### config.mk
export PLATFORM = sky130hd
export DESIGN_NAME = truth_table_sequencer
export DESIGN_NICKNAME = d
export VERILOG_FILES = /design/src/rtl/truth_table_sequencer_pkg.sv /design/src/rtl/truth_table_sequencer_settle_timer.sv /design/src/rtl/truth_table_sequencer.sv
export SDC_FILE = /design/constraint.sdc
export NUM_CORES = 1
export LEC_CHECK = 0
export CAP_MARGIN = 20
export CORE_UTILIZATION = 40
export DETAILED_ROUTE_END_ITERATION = 8
export PLACE_DENSITY = 0.68
export SYNTH_ARGS = -nofsm -noshare
export SYNTH_HDL_FRONTEND = slang
export SYNTH_SLANG_ARGS = --single-unit
### constraint.sdc
create_clock -name clk -period 1.8 [get_ports clk]
set_clock_uncertainty 0.2 [all_clocks]
set_input_delay 0.27 -clock clk [delete_from_list [all_inputs] [get_ports clk]]
set_output_delay 0.27 -clock clk [all_outputs]
set_load 0.02 [all_outputs]
### src/rtl/truth_table_sequencer_pkg.sv
// Shared types and default constants for the truth-table sweep sequencer.
package truth_table_sequencer_pkg;

    typedef enum logic [1:0] {
        ST_IDLE  = 2'd0,
        ST_HOLD  = 2'd1,
        ST_CHECK = 2'd2,
        ST_DONE  = 2'd3
    } state_e;

    localparam int         DEF_N_IN     = 3;
    localparam int         DEF_SETTLE   = 2;
    localparam logic [7:0] DEF_EXPECTED = 8'h31;

endpackage

### src/rtl/truth_table_sequencer_settle_timer.sv
// Hold counter: cleared by load, advanced by count, expire flags the last settle cycle.
module truth_table_sequencer_settle_timer #(
    parameter int SETTLE = 2
) (
    input  logic clk,
    input  logic rst_n,
    input  logic load,
    input  logic count,
    output logic expire
);

    localparam int CNT_W = (SETTLE > 1) ? $clog2(SETTLE + 1) : 1;

    logic [CNT_W-1:0] cnt_q;
    logic [CNT_W-1:0] cnt_d;

    always_comb begin
        cnt_d = cnt_q;
        if (load) begin
            cnt_d = '0;
        end else if (count) begin
            cnt_d = cnt_q + CNT_W'(1);
        end
    end

    always_ff @(posedge clk) begin
        if (!rst_n) begin
            cnt_q <= '0;
        end else begin
            cnt_q <= cnt_d;
        end
    end

    assign expire = (cnt_q == CNT_W'(SETTLE - 1));

endmodule

### src/rtl/truth_table_sequencer.sv
// Sweeps every input vector of a combinational block, compares its output
// against a golden truth table and reports per-vector mismatches.
module truth_table_sequencer
    import truth_table_sequencer_pkg::*;
#(
    parameter int                  N_IN     = DEF_N_IN,
    parameter int                  SETTLE   = DEF_SETTLE,
    parameter logic [2**N_IN-1:0]  EXPECTED = DEF_EXPECTED
) (
    input  logic                clk,
    input  logic                rst_n,
    input  logic                start,
    input  logic                abort,
    input  logic                dut_y,
    output logic [N_IN-1:0]     dut_in,
    output logic                busy,
    output logic                done,
    output logic                pass,
    output logic [2**N_IN-1:0]  fail_mask,
    output logic [N_IN:0]       err_count
);

    localparam int              NV       = 2**N_IN;
    localparam logic [N_IN-1:0] VEC_LAST = N_IN'(NV - 1);

    state_e             state_q, state_d;
    logic [N_IN-1:0]    vec_q, vec_d;
    logic [NV-1:0]      fail_mask_q, fail_mask_d;
    logic [N_IN:0]      err_count_q, err_count_d;
    logic               pass_q, pass_d;
    logic               done_q, done_d;
    logic               timer_load, timer_count, timer_expire;

    truth_table_sequencer_settle_timer #(
        .SETTLE (SETTLE)
    ) u_settle_timer (
        .clk    (clk),
        .rst_n  (rst_n),
        .load   (timer_load),
        .count  (timer_count),
        .expire (timer_expire)
    );

    always_comb begin
        state_d     = state_q;
        vec_d       = vec_q;
        fail_mask_d = fail_mask_q;
        err_count_d = err_count_q;
        pass_d      = pass_q;
        done_d      = 1'b0;
        timer_load  = 1'b0;
        timer_count = 1'b0;

        case (state_q)
            ST_IDLE: begin
                // abort outranks a simultaneous start
                if (start && !abort) begin
                    vec_d       = '0;
                    fail_mask_d = '0;
                    err_count_d = '0;
                    pass_d      = 1'b0;
                    timer_load  = 1'b1;
                    state_d     = ST_HOLD;
                end
            end
            ST_HOLD: begin
                if (abort) begin
                    vec_d      = '0;
                    timer_load = 1'b1;
                    state_d    = ST_IDLE;
                end else begin
                    timer_count = 1'b1;
                    if (timer_expire) begin
                        state_d = ST_CHECK;
                    end
                end
            end
            ST_CHECK: begin
                timer_load = 1'b1;
                if (abort) begin
                    vec_d   = '0;
                    state_d = ST_IDLE;
                end else begin
                    if (dut_y != EXPECTED[vec_q]) begin
                        fail_mask_d[vec_q] = 1'b1;
                        err_count_d        = err_count_q + (N_IN+1)'(1);
                    end
                    if (vec_q == VEC_LAST) begin
                        state_d = ST_DONE;
                    end else begin
                        vec_d   = vec_q + N_IN'(1);
                        state_d = ST_HOLD;
                    end
                end
            end
            ST_DONE: begin
                // err_count already includes the final vector's check here
                done_d  = 1'b1;
                pass_d  = (err_count_q == '0);
                vec_d   = '0;
                state_d = ST_IDLE;
            end
            default: begin
                vec_d   = '0;
                state_d = ST_IDLE;
            end
        endcase
    end

    always_ff @(posedge clk) begin
        if (!rst_n) begin
            state_q     <= ST_IDLE;
            vec_q       <= '0;
            fail_mask_q <= '0;
            err_count_q <= '0;
            pass_q      <= 1'b0;
            done_q      <= 1'b0;
        end else begin
            state_q     <= state_d;
            vec_q       <= vec_d;
            fail_mask_q <= fail_mask_d;
            err_count_q <= err_count_d;
            pass_q      <= pass_d;
            done_q      <= done_d;
        end
    end

    assign dut_in    = vec_q;
    assign busy      = (state_q == ST_HOLD) || (state_q == ST_CHECK);
    assign done      = done_q;
    assign pass      = pass_q;
    assign fail_mask = fail_mask_q;
    assign err_count = err_count_q;

endmodule

==> images/final_congestion.png <==
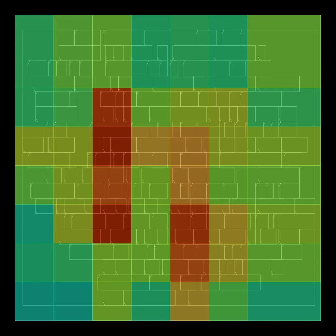
Finished Core Util: 65.54%
met1 Track Usage GR: 24.08%

==> images/met2.png <==
Scale bar: 20 um. Cells faint in the background.
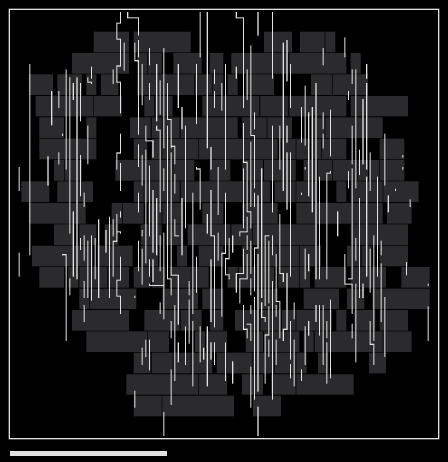
The layer holds 51% of the routed length. The layer carries 1,380 um of wire.

## flip-flops by register name, indices dropped and copies added (netlist names), named ones only
| signal | cells |
|---|---|
| fail_mask | 8 |
| state_q | 2 |
| done | 1 |
| pass | 1 |
| err_count | 4 |
| dut_in | 3 |
| u_settle_timer.cnt_q | 2 |
## tightest hold or removal path, stage by stage (launching register included)
cell and delay [ns]:
dfxtp_1 0.33, nand2_1 0.05, a21oi_1 0.05
## synthesized netlist by cell type
master     number  share of area [%]
a211oi_2        1                1.1
a21o_1          1               0.68
nand4_1         3                1.7
a2111oi_2       1                1.4
a211oi_1        3                2.1
nor3b_1         1               0.68
buf_4           1               0.68
or3_1           2                1.1
and2_1          1               0.57
a41oi_1         1               0.80
nand2_1         6                2.1
a31oi_1         5                2.9
xnor2_1         3                2.4
nor2b_1         4                2.3
nor3_1          1               0.46
nand3_1         3                1.4
o21ai_0         3                1.4
dfxtp_1        22                 40
buf_2           2               0.91
o31ai_1         2                1.4
nand2b_1        2                1.1
a211o_1         1               0.80
inv_1           9                3.1
a21oi_1        11                5.0
clkbuf_1        2               0.68
nor2_1         20                6.8
a22oi_1         1               0.68
ha_1           10                 11
mux2i_1         3                2.7
and3b_1         1               0.80
o2bb2ai_1       1               0.80
## path summary, 6_finish.rpt
check                                        startpoint                   endpoint  slack (ns)  cells after the start
worst max-delay path            state_q[1]$_SDFFE_PN0P_  err_count[2]$_SDFFE_PN0P_       -0.03                      6
worst min-delay path                  pass$_SDFFE_PN0P_          pass$_SDFFE_PN0P_        0.27                      2
worst max register to register  state_q[1]$_SDFFE_PN0P_  err_count[2]$_SDFFE_PN0P_       -0.03                      6
worst min register to register        pass$_SDFFE_PN0P_          pass$_SDFFE_PN0P_        0.27                      2
## layout make-up
class / instances / share of cell area [%]
sequential: 22 / 26.78
clock buffer: 3 / 1.350
timing repair buffer: 45 / 23.93
tap: 30 / 2.251
inverter: 9 / 2.326
clock inverter: 1 / 1.800
multi-input combinational: 91 / 41.56
## routing by layer
layer / global-route usage (%) / up-vias / routed length (um)
met5: 0 / - / 0
met4: 3.846 / 0 / 33
met3: 5.000 / 4 / 102
met2: 33.54 / 24 / 1380
met1: 24.08 / 502 / 1203
li1: - / 530 / -
## where the power goes
group,switching (uW),internal (uW)
combinational,149,146
clock,150,225
sequential,11.3,499
total,311,870
## metrics by stage
step	std cells	TNS, ns	total power [uW]	worst slack (ns)	hold WS, ns
3_5_place_dp	191	-1.709	777.8	-0.1958	0.2487
2_1_floorplan	127	-0.008043	684.4	-0.004473	0.1778
5_1_grt	201	-0.1906	1240	-0.08230	0.2734
4_1_cts	197	-0.007539	1159	-0.007539	0.2657
3_3_place_gp	191	-1.164	772.2	-0.1340	0.2427
6_report	201	-0.05237	1181	-0.02793	0.2657
## logic make-up (layout without fill, tap and decap cells)
family          after synthesis  in the layout  share of synthesized area (%)
fa+ha+maj                    10             10                          11.40
compound gates               31             31                          18.93
mux                           3              3                          2.737
flops                        22             22                          40.14
simple gates                 44             44                          19.04
buf+inv                      14             58                          5.360
xor+xnor                      3              3                          2.395
==> impl_metrics.json <==
{
  "routed_wl_um": 2720,
  "dpl_cell_area_sq_mm": 0.001476,
  "cp_slowest_cell": "dfxtp_4",
  "clock_sinks": 22,
  "layout-drive-gt1-share_pct": 26.90,
  "fin_crit_ns": 1.828,
  "hold_class": "flop to flop",
  "final_hold_viol_count": 0,
  "synth_cell_types": 31,
  "fillers": 215,
  "syn_to_final_growth_pct": 52.00,
  "final-max-slew-violation-count": 0,
  "cts_tree": "yes",
  "outcome": "complete, but fails checks",
  "gr-usage-all-layers_pct": 19.40,
  "end_kind": "flop",
  "violations": "setup timing",
  "grt_pass1_vias": 934,
  "cts.clk_slew.worst_paths_ns": 0.12,
  "ys_cells": 127,
  "path_max_fanout": 4,
  "hold_buffers": 0,
  "max_cap_violations": 0,
  "max_slew_margin_pct": 72.07,
  "fmax_mhz": 547.1,
  "netlist_instances": 127,
  "mostFrequentLayoutCell": "buf_4",
  "fp_nets": 142,
  "lay_top_cells": "buf_4 (22), nor2_1 (20), dfxtp_1 (19)",
  "combGateArea_sq_um": 693.2,
  "finalSetupViolCount": 2,
  "max-vdd-ir-drop_mv": 0.6481,
  "synth_area_per_cell_sq_um": 8.640,
  "ys.flops": 22,
  "dieArea_sq_mm": 0.002957,
  "ys_chip_area_sq_mm": 0.001097,
  "rsz0062_at_grt": "yes",
  "p_per_area_mw_per_mm2": 708.2,
  "drtIter0Drc": 12,
  "grt.overflow.total": 0,
  "first_pass_iters": 5,
  "grt_max_degree": 14,
  "antenna_cells": 0,
  "layout_setup_ws_ns": -0.02793,
  "post-route-drc-count": 0,
  "die_h_um": 54.38,
  "clk_latency_ns": 0.31,
  "place.gp.congestion": 0.8308,
  "critPathLaunchType": "flop",
  "ys_seq_share_pct": 40.14,
  "antenna_found_initial": 0,
  "layout.nets": 187,
  "crit_type": "flop to flop",
  "tightestPinTransition_ns": 0.4160,
  "hpwl_um": 1899,
  "synth_area_sq_mm": 0.001097,
  "cts-resized-gates": 12,
  "p_leak_uw": 0.0007492,
  "core_sq_mm": 0.002545,
  "cts_buffer_depth": 2,
  "ant_nets": 0,
  "grt_pass1_wl_um": 4091,
  "critPathMaxStageDelay_ns": 0.39,
  "critical_path.cell_chain": "inv_4, ha_4, mux2i_4, a211o_1, or3_4, a21oi_2",
  "finalClockPeriodUsage_pct": 101.6
}
Power figures rest on the tool's default switching activity, not on a simulated workload.
